==> config.mk <==
export PLATFORM = sky130hd
export DESIGN_NAME = hidden_cpu_sequencer
export DESIGN_NICKNAME = d
export VERILOG_FILES = /design/src/rtl/hidden_cpu_sequencer.sv
export SDC_FILE = /design/constraint.sdc
export NUM_CORES = 1
export LEC_CHECK = 0
export ABC_AREA = 1
export CORE_ASPECT_RATIO = 1.5
export CORE_MARGIN = 3
export CORE_UTILIZATION = 37
export CTS_CLUSTER_SIZE = 12
export DETAILED_ROUTE_END_ITERATION = 12
export PLACE_DENSITY = 0.53
export SYNTH_ARGS = -nofsm -noshare
export SYNTH_HDL_FRONTEND = slang
export SYNTH_SLANG_ARGS = --single-unit
export TNS_END_PERCENT = 20
==> constraint.sdc <==
create_clock -name clk -period 3.5 [get_ports clk]
set_input_delay 0.525 -clock clk [delete_from_list [all_inputs] [get_ports clk]]
set_output_delay 0.525 -clock clk [all_outputs]
set_load 0.01 [all_outputs]
==> src/rtl/hidden_cpu_sequencer.sv <==
// Program sequencer for the HiddenCPU core: buffers a loaded program,
// plays it into the core by PC, owns core reset, watchdog-limited runs.
module hidden_cpu_sequencer #(
   parameter int                   DEPTH      = 16,
   parameter int                   ADDR_W     = 4,
   parameter int                   INSTR_W    = 6,
   parameter logic [INSTR_W-1:0]   HOLD_INSTR = '0,
   parameter int                   MAX_CYCLES = 1000
) (
   input  logic               clk,
   input  logic               rst,
   input  logic               load_valid,
   input  logic [INSTR_W-1:0] load_data,
   output logic               load_ready,
   input  logic               start,
   input  logic               halt_req,
   input  logic               clear,
   input  logic [7:0]         core_pc,
   output logic [INSTR_W-1:0] instr,
   output logic               instr_valid,
   output logic               core_rst,
   output logic [1:0]         state,
   output logic               timeout
);

   typedef enum logic [1:0] {
      S_IDLE = 2'b00,
      S_LOAD = 2'b01,
      S_RUN  = 2'b10,
      S_DONE = 2'b11
   } state_t;

   state_t              state_q, state_d;
   logic [ADDR_W:0]     count_q, count_d;
   logic [15:0]         cycles_q, cycles_d;
   logic                core_rst_q, core_rst_d;
   logic                timeout_q, timeout_d;
   logic [INSTR_W-1:0]  mem_q [DEPTH];

   logic                wr_en;
   logic                exec;
   logic                end_hit;
   logic                wd_fire;
   logic [8:0]          pc_ext;
   logic [8:0]          cnt_ext;

   assign pc_ext     = {1'b0, core_pc};
   assign cnt_ext    = 9'(count_q);
   assign load_ready = (state_q == S_IDLE || state_q == S_LOAD)
                       && (count_q < (ADDR_W+1)'(DEPTH));
   assign wr_en      = load_valid && load_ready;
   assign exec       = (state_q == S_RUN) && !core_rst_q;
   // PC compared at full width so an 8-bit PC never aliases into the buffer
   assign end_hit    = exec && (pc_ext >= cnt_ext);
   assign wd_fire    = exec && (cycles_q == 16'(MAX_CYCLES - 1));

   always_comb begin
      instr       = HOLD_INSTR;
      instr_valid = 1'b0;
      if (exec && !end_hit) begin
         instr       = mem_q[core_pc[ADDR_W-1:0]];
         instr_valid = 1'b1;
      end
   end

   always_comb begin
      state_d   = state_q;
      count_d   = count_q;
      cycles_d  = cycles_q;
      timeout_d = timeout_q;
      if (wr_en) count_d = count_q + 1'b1;
      unique case (state_q)
         S_IDLE: if (wr_en) state_d = S_LOAD;
         S_LOAD: if (start) state_d = S_RUN;
         S_RUN: begin
            if (halt_req || end_hit || wd_fire) state_d = S_DONE;
         end
         S_DONE: begin
            if (start) begin
               state_d = S_RUN;
            end else if (clear) begin
               state_d = S_IDLE;
               count_d = '0;
            end
         end
         default: state_d = S_IDLE;
      endcase
      if (exec) cycles_d = cycles_q + 16'd1;
      if (wd_fire) timeout_d = 1'b1;
      if (state_d == S_RUN && state_q != S_RUN) begin
         cycles_d  = '0;
         timeout_d = 1'b0;
      end
      core_rst_d = (state_d == S_IDLE) || (state_d == S_LOAD)
                   || (state_d == S_RUN && state_q != S_RUN);
   end

   always_ff @(posedge clk) begin
      if (rst) begin
         state_q    <= S_IDLE;
         count_q    <= '0;
         cycles_q   <= '0;
         core_rst_q <= 1'b1;
         timeout_q  <= 1'b0;
      end else begin
         state_q    <= state_d;
         count_q    <= count_d;
         cycles_q   <= cycles_d;
         core_rst_q <= core_rst_d;
         timeout_q  <= timeout_d;
      end
   end

   // Program storage survives reset; only the count is discarded
   always_ff @(posedge clk) begin
      if (wr_en && !rst) mem_q[count_q[ADDR_W-1:0]] <= load_data;
   end

   assign core_rst = core_rst_q;
   assign state    = state_q;
   assign timeout  = timeout_q;

endmodule

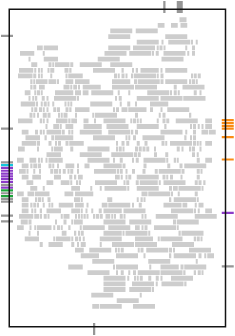
(images/pinout.png)
Pins as bars across the die edge, other pins in grey.
| colour | port | pins | direction | edge |
|---|---|---|---|---|
| orange | `instr` | 6 | output | east |
| cyan | `halt_req` | 1 | input | west |
| green | `state` | 2 | output | west |
| purple | `core_pc` | 8 | input | 7 west, 1 east |
all pins by edge: 19 west, 8 east, 4 north, 1 south
x dimension of the die: 104 um
Port Buf Inserts: 31
die height: 153 um

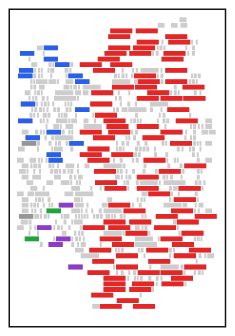
(images/ff_map.png)
Other sequential cells in the stronger grey, the rest of the logic in the fainter grey.
| colour | signal | flops |
|---|---|---|
| red | `mem_q` | 96 |
| blue | `cycles_q` | 16 |
| green | `state` | 2 |
| purple | `count_q` | 5 |
not coloured: 2
utilization after layout: 46.0%
power consumed by sequential cells: 1.58 mW
register cell area after layout: 3380 um2

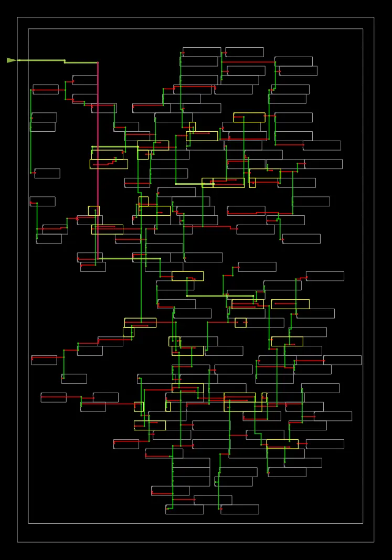
(images/clock_nets.png)
clk sink count: 121
FF+latch count: 121
number of clock-tree buffers in the layout: 17

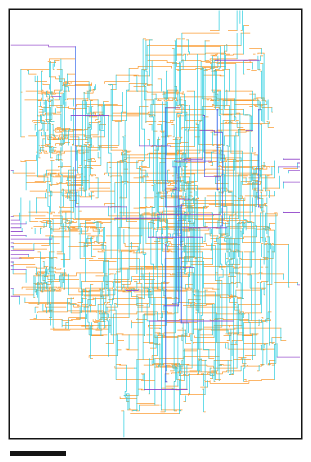
(images/layers.png)
Scale bar: 20 um.
| colour | layer | wire length |
|---|---|---|
| cyan | M2 | 6780 um |
| orange | M1 | 5150 um |
| purple | M3 | 384 um |
| blue | M4 | 401 um |
routed vias: 3835
All-Layer GR Usage: 16.9%

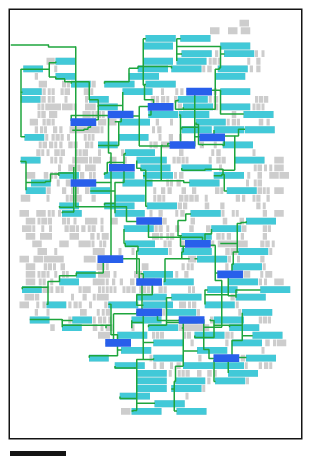
(images/clock_wires.png)
Scale bar: 20 um.
[blue] clock-net drivers | count: 17
[cyan] flip-flops | count: 121
[green] clock wires | length: 1520 um
flops lie: spread over the die
part of the power in the clock network: 49.4%
worst clock skew: 0.0239 ns

-- per-layer routing --
layer / vias to the layer above / share of wire [%] / track usage [%]
met3: 20 / 3.0 / 3.72
met4: 0 / 3.1 / 9.44
li1: 1900 / - / -
met5: - / 0 / 0
met1: 1835 / 40 / 19.1
met2: 80 / 53 / 29.5
-- final cells by class --
cell class / instances / area [um2] / area share, %
Clock buffer: 17 / 425 / 6.58
Clock inverter: 15 / 175 / 2.71
Inverter: 36 / 135 / 2.09
Multi-Input combinational cell: 360 / 1730 / 26.7
Sequential cell: 121 / 3380 / 52.4
Tap cell: 192 / 240 / 3.72
Timing Repair Buffer: 40 / 378 / 5.85
==> notes.md <==
Notes on the physical implementation.

- The flow ran to the end, and the final reports show no timing, DRC or antenna violations.
- The largest single stage delay on the critical path is 0.55 ns.
- In this run the most critical hold path is launched from timeout.
- Summing the areas of all and, or, nand and nor instances in the mapped netlist gives 26.8% of the synthesized area.
- The critical path starts at core_pc[1].
- Cell internal power was estimated by the tool at 2.76 mW.
- After its last routability iteration, the placer logged a weighted congestion of 0.878.
- In this run the biggest area consumer among cell types represents 54.1% of the synthesized area.
- The detail route stage leaves a number of antenna-violating nets equal to 0.
- The dominant kind of combinational cell is simple AND/OR/NAND/NOR gates, for reference.
- Looking at the VDD voltage map, the peak drop is 0.319 mV.
- The synthesized instance count is 535.
- The placed instance count is 749, for reference.
- The commonest cells after synthesis are sky130_fd_sc_hd__nand2_1, sky130_fd_sc_hd__nand3_1, sky130_fd_sc_hd__edfxtp_1.
- The net count of the mapped netlist is 565, for reference.
- The most common logic cells in the final layout are sky130_fd_sc_hd__nand2_1, sky130_fd_sc_hd__nand3_1, sky130_fd_sc_hd__edfxtp_1, sky130_fd_sc_hd__nor2_1, sky130_fd_sc_hd__inv_1.
- The clock tree root buffer cell is sky130_fd_sc_hd__clkbuf_16, for reference.
- According to the timing report, the arrival time at the worst endpoint equals 2.79 ns.
- The final worst slack is 0.190 ns, for reference.
- The register share of total power is 44.4%, for reference.
- Pin placement for this block handled 32 I/O pins.
- The post-placement setup slack is 0.239 ns, for reference.
- The design draws 3.55 mW.
- Setup repair after global routing left no endpoint under its margin.
- The start-to-end type of the worst setup path is primary input to output port, for reference.
Power and IR drop assume default switching activity.
